## src/rtl/uart_pkg.sv

```systemverilog
// Shared UART definitions: data width and transmit handshake state type.
// Kept separate so the receive-side FIFO can reuse them.
package uart_pkg;

  localparam int UART_DATA_W = 8;

  typedef enum logic [1:0] {
    IDLE = 2'd0,
    REQ  = 2'd1,
    GAP  = 2'd2
  } tx_state_t;

endpackage

```

## src/rtl/sync_fifo_mem.sv

```systemverilog
// DEPTH x byte register array: one synchronous write port, one asynchronous read port.
// Contents are not reset; the pointer logic guarantees that unwritten entries are never read.
module sync_fifo_mem
  import uart_pkg::*;
#(
  parameter int DEPTH  = 16,
  parameter int ADDR_W = $clog2(DEPTH)
) (
  input  logic                   clk,
  input  logic                   we,
  input  logic [ADDR_W-1:0]      waddr,
  input  logic [UART_DATA_W-1:0] wdata,
  input  logic [ADDR_W-1:0]      raddr,
  output logic [UART_DATA_W-1:0] rdata
);

  logic [UART_DATA_W-1:0] mem [DEPTH];

  always_ff @(posedge clk) begin
    if (we) mem[waddr] <= wdata;
  end

  assign rdata = mem[raddr];

endmodule

```

## src/rtl/uart_tx_fifo.sv

```systemverilog
// Transmit FIFO in front of the UART core: buffers host bytes and hands them out
// one at a time over send_req/send_ack, reporting fill level and sticky overflow.
//
// Handshake: send_req is held high with tx_byte stable until send_ack is seen high
// at a rising edge; that edge pops the byte. send_ack outside a request is ignored.
module uart_tx_fifo
  import uart_pkg::*;
#(
  parameter int  DEPTH  = 16,
  localparam int ADDR_W = $clog2(DEPTH)
) (
  input  logic          clk,
  input  logic          reset,
  input  logic          wr_en,
  input  logic [7:0]    wr_data,
  output logic          full,
  output logic          empty,
  output logic [ADDR_W:0] count,
  output logic          overflow,
  input  logic          ovf_clr,
  output logic [7:0]    tx_byte,
  output logic          send_req,
  input  logic          send_ack
);

  localparam logic [ADDR_W:0] FULL_CNT = (ADDR_W+1)'(DEPTH);

  tx_state_t              state;
  logic [ADDR_W-1:0]      wr_ptr;
  logic [ADDR_W-1:0]      rd_ptr;
  logic [UART_DATA_W-1:0] rd_data;
  logic                   wr_accept;
  logic                   wr_reject;
  logic                   pop;

  assign full      = (count == FULL_CNT);
  assign empty     = (count == '0);
  // Acceptance uses the pre-edge full flag, so a pop at the same edge never frees room.
  assign wr_accept = wr_en && !full;
  assign wr_reject = wr_en && full;
  assign pop       = (state == REQ) && send_ack;

  sync_fifo_mem #(
    .DEPTH (DEPTH),
    .ADDR_W(ADDR_W)
  ) u_mem (
    .clk  (clk),
    .we   (wr_accept),
    .waddr(wr_ptr),
    .wdata(wr_data),
    .raddr(rd_ptr),
    .rdata(rd_data)
  );

  always_ff @(posedge clk or posedge reset) begin
    if (reset) begin
      wr_ptr <= '0;
      rd_ptr <= '0;
      count  <= '0;
    end else begin
      if (wr_accept) wr_ptr <= wr_ptr + ADDR_W'(1);
      if (pop)       rd_ptr <= rd_ptr + ADDR_W'(1);
      case ({wr_accept, pop})
        2'b10:   count <= count + (ADDR_W+1)'(1);
        2'b01:   count <= count - (ADDR_W+1)'(1);
        default: count <= count;
      endcase
    end
  end

  always_ff @(posedge clk or posedge reset) begin
    if (reset) begin
      overflow <= 1'b0;
    end else if (wr_reject) begin
      overflow <= 1'b1;
    end else if (ovf_clr) begin
      overflow <= 1'b0;
    end
  end

  // GAP guarantees send_req drops for two cycles between consecutive bytes.
  always_ff @(posedge clk or posedge reset) begin
    if (reset) begin
      state    <= IDLE;
      tx_byte  <= 8'h00;
      send_req <= 1'b0;
    end else begin
      case (state)
        IDLE: begin
          if (!empty) begin
            tx_byte  <= rd_data;
            send_req <= 1'b1;
            state    <= REQ;
          end
        end
        REQ: begin
          if (send_ack) begin
            send_req <= 1'b0;
            state    <= GAP;
          end
        end
        GAP:     state <= IDLE;
        default: state <= IDLE;
      endcase
    end
  end

endmodule

```

## config.mk

```make
export PLATFORM = sky130hd
export DESIGN_NAME = uart_tx_fifo
export DESIGN_NICKNAME = d
export VERILOG_FILES = /design/src/rtl/uart_pkg.sv /design/src/rtl/sync_fifo_mem.sv /design/src/rtl/uart_tx_fifo.sv
export SDC_FILE = /design/constraint.sdc
export NUM_CORES = 1
export LEC_CHECK = 0
export CORE_MARGIN = 5
export CORE_UTILIZATION = 59
export DETAILED_ROUTE_END_ITERATION = 12
export HOLD_SLACK_MARGIN = 0.02
export PLACE_DENSITY = 0.83
export SKIP_CTS_REPAIR_TIMING = 1
export SYNTH_ARGS = -nofsm -noshare
export SYNTH_HDL_FRONTEND = slang
export SYNTH_HIERARCHICAL = 1
export SYNTH_SLANG_ARGS = --single-unit
```

## constraint.sdc

```tcl
create_clock -name clk -period 3.7 [get_ports clk]
set_clock_uncertainty 0.1 [all_clocks]
set_input_delay 1.11 -clock clk [delete_from_list [all_inputs] [get_ports clk]]
set_output_delay 1.11 -clock clk [all_outputs]
set_load 0.02 [all_outputs]
```

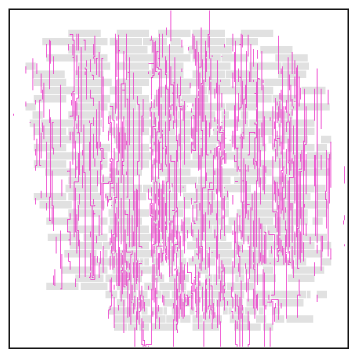
run_1/m2.png
Scale: 3 px per um. Cells faint in the background.
share of all routed wire: 53%
nets with wire on the layer: 367
longest straight run: 58.1 um
wire length on this layer: 6,440 um
total wirelength of the detailed-routed design: 12,200 um
via count: 3,246

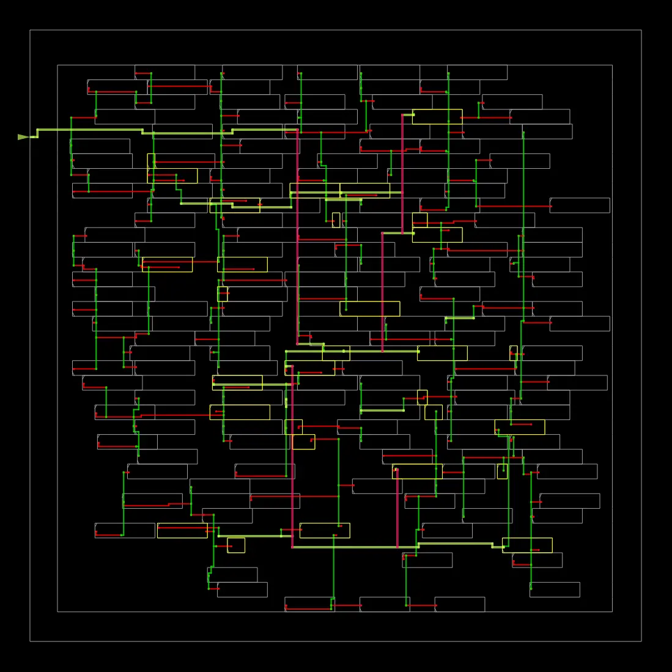
run_1/clock_nets.png
number of sinks handled by clock tree synthesis: 153
number of clock buffers in the layout: 18

==> results.txt, run 1 <==
Implementation summary

The final timing report derives a shortest allowable period of 3.50 ns. Per the layout report, the design carries 6 non-clock inverters. The number of placed instances, taps included, is 498. The register clock-pin slew on the reported worst setup and hold paths is 0.06 ns. Summing all multi-input logic gate instances after layout gives 1610 sq um.

The type of the setup path with the least slack is reg2out. The worst setup path is captured at a primary output. The total CTS buffers is 17. The number of tapcells is 136. The async set-or-reset flop fraction in the synthesized netlist is 0.163. In the final report, the number of hold violations comes to 0. The met1 wire length is 4940 um. Relative to the synthesized area, the layout overhead comes to 17.8%. The capture instance of the worst register-to-register path is count[4]. The final design was reported to hold multi-input combinational gates totalling 148. Before antenna repair, the detailed router went through 4 iterations. The depth of the worst register-to-register path is 9.

The power drawn by the combinational cells is 1780 uW. Clock network power for this build is 1600 uW. In this run the count of I/O pins placed on the die edge is 30. In the final layout, flip-flops and latches occupy 4470 sq um. The largest net degree at the start of global routing is 26.

The number of pins with negative max-slew slack in the final report is 0. The initial antenna violation count came to 0. The number of nets in the layout is 401.

The critical hold path startpoint is state[1]. The flow ran to the end, and the final reports show no timing, DRC or antenna violations. The dominant cell by count in the synthesized netlist is edfxtp_1. The fraction of synthesized area in multiplexers is 0.146.

The power report attributes to the combinational group a share of 0.306. Once routing completed, OpenROAD measured the worst setup slack at 0.204 ns. The placeable core region is 10,300 sq um. The met1 track demand over resource is 0.269. The utilization after layout is 0.711.

The largest power group is registers. The total setup violations reported at the end of the flow is 0. The dominant cell type by area after synthesis is edfxtp_1.

Per the timing report, the achievable frequency comes out to 286 MHz. The share of cell area taken by flip-flops and latches is 0.612. The analysis reports a worst IR drop on VDD of 0.378 mV. In the finished design, the share of the clock period the worst path needs comes to 0.945. The met2 wire length is 6440 um. The simple-gate share of the synthesized area is 0.0480.

The power density over the cells is 798 nW/um^2. The worst relative slew slack is 0.399. The final weighted congestion of routability-driven global placement is 0.778. Leaving out the clock tree, the finished layout contains a buffer count of 55. The reported net switching power is 1820 uW. Measured on the final layout, the clock distribution area share stands at 0.0747.

TritonCTS built the clock tree. The initialized floorplan defines 37 standard-cell rows. The longest clock path from root to sink contains 2 buffers.

After detailed routing, the number of remaining DRC violations is 0. The type of the most critical hold path is reg2reg.
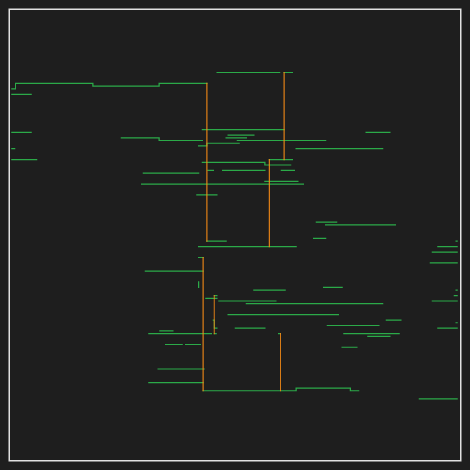
run_1/layers.png
Scale: 4 px per um. Two of the layers only.
[green] M3 | wire length: 656 um
[orange] M4 | wire length: 140 um
aggregate global-route resource usage: 0.207
routed wire length per instance: 23.1 um

==> run 1 -> run 2 <==
Clock period 3.7 ns to 4 ns, I/O delays scaled along.
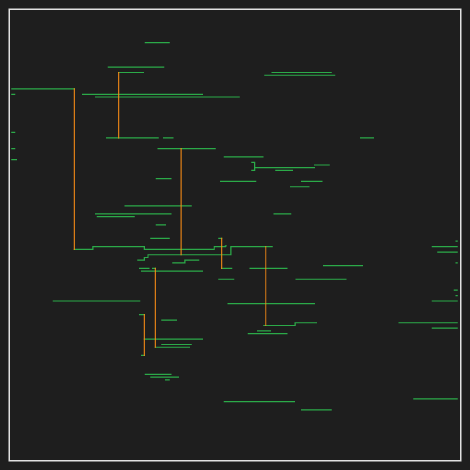
run_2/layers.png
Scale: 4 px per um. Two of the layers only.
[green] M3 | wire length: 625 um
[orange] M4 | wire length: 140 um
aggregate global-route resource usage: 0.205
total wirelength of the detailed-routed design: 12,100 um

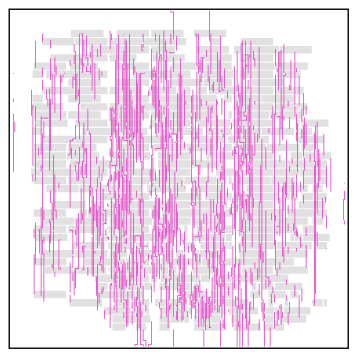
run_2/m2.png
Scale: 3 px per um. Cells faint in the background.
wire length on this layer: 6,170 um
nets with wire on the layer: 359
met2 Resource Use GR: 0.331
via count: 3,269

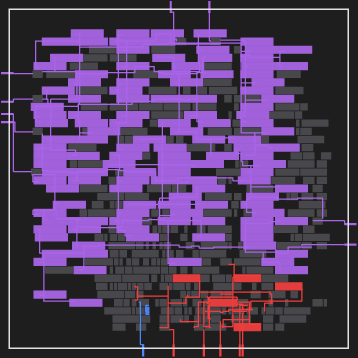
run_2/port_trees.png
Scale: 3 px per um.
[blue] ovf_clr | direction: input | edge: bottom | end cells: 1 | buffers: 1 | wire: 19.3 um
[red] count | direction: output | edge: bottom | end cells: 5 | buffers: 5 | wire: 312 um
[purple] wr_data | direction: input | edge: 4 left, 2 right, 2 top | end cells: 128 | buffers: 8 | wire: 1,420 um
IO Pins: 30
port buffer count: 29

==> results.txt, run 2 <==
Implementation summary

The run finished with clean final reports. The critical path capture point is full. The flip-flop and latch count after synthesis is 153. The number of pins with negative max-slew slack in the final report is 0. The design has 153 sequential cells. Signal routing reaches up to met4. The synthesis report lists the Yosys warning total as 6. Leaving out buffers and inverters, the combinational logic in the layout accounts for 1610 sq um. The utilization after layout is 0.713. Routing resource usage on met1 recorded by global route was 0.285. The script extracted a total leakage power of 0.00259 uW. The report lists the number of standard-cell rows as 37. Looking at area per cell type in the netlist, the leader is edfxtp_1. The number of nets in the layout is 400.

The power report lists cell-internal power as 3720 uW. The worst hold path begins at state[1]. After synthesis, the netlist uses 44 different library cells. The fraction of synthesized area in multiplexers is 0.146. Compared with the post-synthesis result, the final layout area differs by 18.2%.

The initial antenna violation count is 0. The floorplan step defined a core boundary enclosing 10,300 sq um. Per the synthesis report, the adder-cell share of the synthesized area is 0.0153.

Of the total standard cell area in the layout, the sequential portion is 0.610. Per the layout report, the design carries 6 non-clock inverters. The depth of the critical timing path with buffers and inverters included is 3.

The final timing summary puts the cycle share of the worst path at 0.928. The worst-case IR drop observed on VDD is 0.366 mV. The power report lists the combinational group at 1620 uW.

Setup repair after global routing left no endpoint under its margin. The number of tapcells is 136. The clock period could shrink to 3.71 ns. The number of antenna diodes is 0. The critical path starts at count[3].

The combined flip-flop and latch cell area is 4470 sq um. The setup slack of the most critical reg-to-reg path is 1.12 ns. Per the post-CTS timing run, clock transition at the registers of the reported paths is 0.07 ns. The die is 113 um wide.

Per the GRT congestion report, total overflow comes to 0. The die extent in y is 113 um. The element type at the critical path start is a flip-flop. Clock tree synthesis inserted a total of 17 buffers. For this run the top cell type by instance count after synthesis was edfxtp_1. The async set-or-reset flop fraction in the synthesized netlist is 0.163.

The simple-gate share of the synthesized area is 0.0480. The flow reported a cell area power density of 743 nW/um^2. The area fraction in compound gates is 0.0389. The met1 wire length is 5130 um. The via count of the first global-routing pass is 3,266. The share of cell area taken by multi-input logic gates is 0.220. met2 is the most crowded layer.

The total setup violations reported at the end of the flow is 0. The tree built by TritonCTS fans out to 153 sinks. The clock tree synthesis step divided the H-tree into 4 levels. The final weighted congestion recorded by global placement is 0.785. Of the total power, combinational logic draws 0.298.

The sequential fraction of design power is 0.417. The script parses the final routing iteration and logs DRC violations as 0. The layout report lists the clock-cell share of area as 0.0787.

The reported net switching power is 1730 uW. The detailed-route wire length per cell is 22.8 um. Counting along the longest clock path gives a buffer depth of 2. Before antenna repair, the detailed router went through 5 iterations.

The plain and repair buffers instantiated in the layout total 54. The depth of the worst register-to-register path is 8. The most critical min-delay path falls under reg2reg. The largest power group is registers. The maximum achievable frequency is 269 MHz. The largest net degree at the start of global routing is 24. The worst setup path is captured at a primary output.

According to the cell report, the number of logic gates is 148. Looking at the setup timing report, the critical path kind is reg2out. The final hold violation count is 0. The number of placed instances with taps included is 497.

The clock network power is 1550 uW. The met2 wire length is 6170 um. The category of cells accounting for the largest share of critical-path delay is simple AND/OR/NAND/NOR gates. The capture instance of the worst register-to-register path is count[4]. The first global-routing pass estimated 18,900 um of wire. In the finished layout, the clock tree contains a buffer count of 17. The worst endpoint data arrival time is 2.41 ns.

Across all setup checks in the final design, the least slack found is 0.286 ns. The worst relative slew slack is 0.289. TritonCTS built the clock tree. In the final layout, the registers with the most flip-flops are u_mem/mem x128, tx_byte x8, count x5.
No activity file was given, so power comes from the tool's default toggle rates.
